### Ports around the boundary

Drawn at 6 px/micron. Pins as bars across the die edge, other pins in gray.
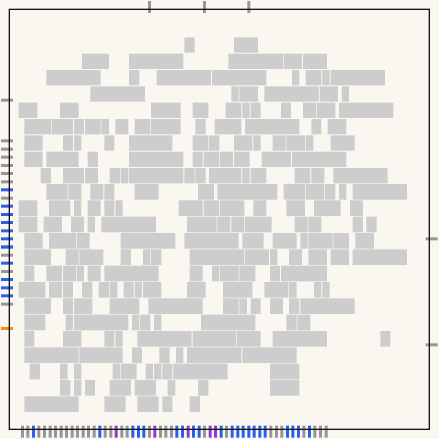
### Placement view

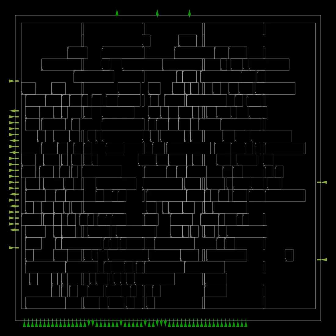
==> config.mk <==
export PLATFORM = sky130hd
export DESIGN_NAME = wb_ctrl
export DESIGN_NICKNAME = d
export VERILOG_FILES = /design/src/rtl/wb_ctrl.sv
export SDC_FILE = /design/constraint.sdc
export NUM_CORES = 1
export LEC_CHECK = 0
export CORE_UTILIZATION = 36
export CTS_CLUSTER_DIAMETER = 100
export DETAILED_ROUTE_END_ITERATION = 12
export GPL_TIMING_DRIVEN = 0
export HOLD_SLACK_MARGIN = 0.05
export PLACE_DENSITY = 0.77
export SLEW_MARGIN = 20
export SYNTH_ARGS = -nofsm -noshare
export SYNTH_HDL_FRONTEND = slang
export SYNTH_SLANG_ARGS = --single-unit
export TNS_END_PERCENT = 30
==> constraint.sdc <==
create_clock -name clk -period 1.5 [get_ports clk]
set_input_delay 0.3 -clock clk [delete_from_list [all_inputs] [get_ports clk]]
set_output_delay 0.3 -clock clk [all_outputs]
set_load 0.1 [all_outputs]
==> results.json <==
{
  "postCtsSetupRepairBufs": 7,
  "cpLargestDelayFamily": "buffers and inverters",
  "grt_pass1_wl_microns": 6390,
  "largest_register_ffs": 16,
  "cp_num_buf_inv": 4,
  "place_hpwl_microns": 2590,
  "intPower_w": 0.00135,
  "logic_area_sq_um": 875,
  "netlist_area_sq_um": 1650,
  "combPwrFrac": 0.120,
  "yosys_warnings": 0,
  "use_met2": 0.279,
  "stdcell_area_sq_um": 2350,
  "hold_path_class": "primary input to asynchronous set/reset pin",
  "share_seq_of_total_power": 0.488,
  "synthTopLogicFamily": "simple AND/OR/NAND/NOR gates",
  "vias": 1462,
  "drt_iter0_drc": 61,
  "cts_sinks": 32,
  "synthTopCellsByArea": "dfrtp_1 48%, o21ai_0 5.8%, nand2_1 5.5%, nand4_1 4.2%, xor2_1 3.7%",
  "critPathMaxStageDelay_ns": 0.38,
  "busiest_layer": "met2",
  "cp.arrival_ns": 1.66,
  "cts.path.max_buffers": 2,
  "fmax_mhz": 511,
  "edf_count": 0,
  "dpl_cell_area_sq_um": 2120,
  "comb_area_share": 0.372,
  "synthArstFlopShare": 1.00,
  "seq_cells": 32,
  "crit_chain": "inv_1 -> ha_2 -> and4b_2 -> a41oi_4 -> buf_6 -> buf_12 -> buf_12",
  "tool_warnings": 75,
  "relSlewSlack": 0.527,
  "postLayoutCoreUtil": 0.536,
  "grt_pass1_vias": 1440,
  "slowest_stage": "dfrtp_1",
  "grt_antenna_before_repair": 0,
  "required_ns": 1.20,
  "most_common_cell": "dfrtp_1",
  "fillCellCount": 403,
  "cts_tree": "built",
  "violations": "negative setup slack",
  "route.met3.wl_microns": 202,
  "ant_nets": 0,
  "wl_per_cell_microns": 13.4,
  "adder_share": 0.0151,
  "buf_share": 0.213,
  "chip_area_sq_um": 4870,
  "mux_area_frac": 0,
  "maxPowerGroup": "registers",
  "layout_top_cells": "32 x dfrtp_1, 23 x nand2_1, 15 x buf_2",
  "fin_total_pwr_w": 0.00181,
  "crit_path_end_kind": "output port",
  "yosysTopAreaCell": "dfrtp_1",
  "synthAoiAreaFrac": 0.123,
  "synth_flops": 32,
  "ir_drop_mv": 0.378,
  "yosys.area_share.simple": 0.285,
  "crit_path_max_fanout": 2,
  "ff_latch_area_sq_um": 801,
  "setup_viol_count_final": 30,
  "wl_met1_microns": 1660,
  "h-tree-depth": 2,
  "insertion_delay_ns": 0.28,
  "rsz0062_at_grt": "yes",
  "p_sw_frac": 0.250,
  "ys_seq_frac": 0.484,
  "pg_clk_w": 0.000708,
  "hold_violations": 0,
  "slew_viol_final": 0,
  "timing.setup.tns_ns": -2.95,
  "path_class": "register to output port",
  "cts_buffers": 5,
  "power.switching_w": 0.000452,
  "syn_avg_cell_area_sq_um": 9.44,
  "dr_wl_met2_microns": 1860,
  "nNetsFinal": 300,
  "drt_drc_violations_left": 0,
  "drive_gt1_frac": 0.278,
  "maxCapViolCount": 0,
  "cts_root_buffer": "clkbuf_8",
  "hold_ws_ns": 0.0665,
  "cts_hold_buffers": 0,
  "firstDrtPassIters": 4,
  "cts_resized": 103,
  "ys_sh_xor": 0.0530,
  "area_growth_pct": 42.1,
  "top_area_frac": 0.484,
  "ys_cells": 175,
  "rrSetupSlack_ns": -0.15,
  "diodes": 0,
  "dr.max_layer_used": "met4",
  "routabilityCongestion": 0.759,
  "ys.flop_type": "dfrtp_1",
  "setup_ws_ns": -0.459,
  "yosysUniqueCellTypes": 43,
  "grt_overflow": 0,
  "logic_gates": 132,
  "fin_skew_ns": 0.00370,
  "status": "finished, violations left",
  "clkPwrFrac": 0.392,
  "use_met1": 0.193,
  "syn_inst": 175,
  "period_needed_ns": 1.96,
  "clkCellAreaFrac": 0.0410,
  "path_common_cell": "buf_12",
  "powerDensity_nw_per_um2": 769,
  "inverters": 3
}
## Picture notes: 'Ports around the boundary'
Purple stands for rd_wb, pins 5, direction output, edge bottom. Blue stands for instruction_x, pins 32, direction input, edge 21 bottom, 11 left. Orange stands for valid_x, pins 1, direction input, edge left.
All pins by edge: 56 bottom, 23 left, 3 top, 2 right.
DIE WIDTH: 69.8 microns
Die Height: 69.8 microns
Port Buf Inserts: 37

## Picture notes: 'Placement view'
tap cells: 52
sequential cell area share: 0.341
Final Non-Filler Cells: 282
Core Region: 4380 sq um
# rows: 24

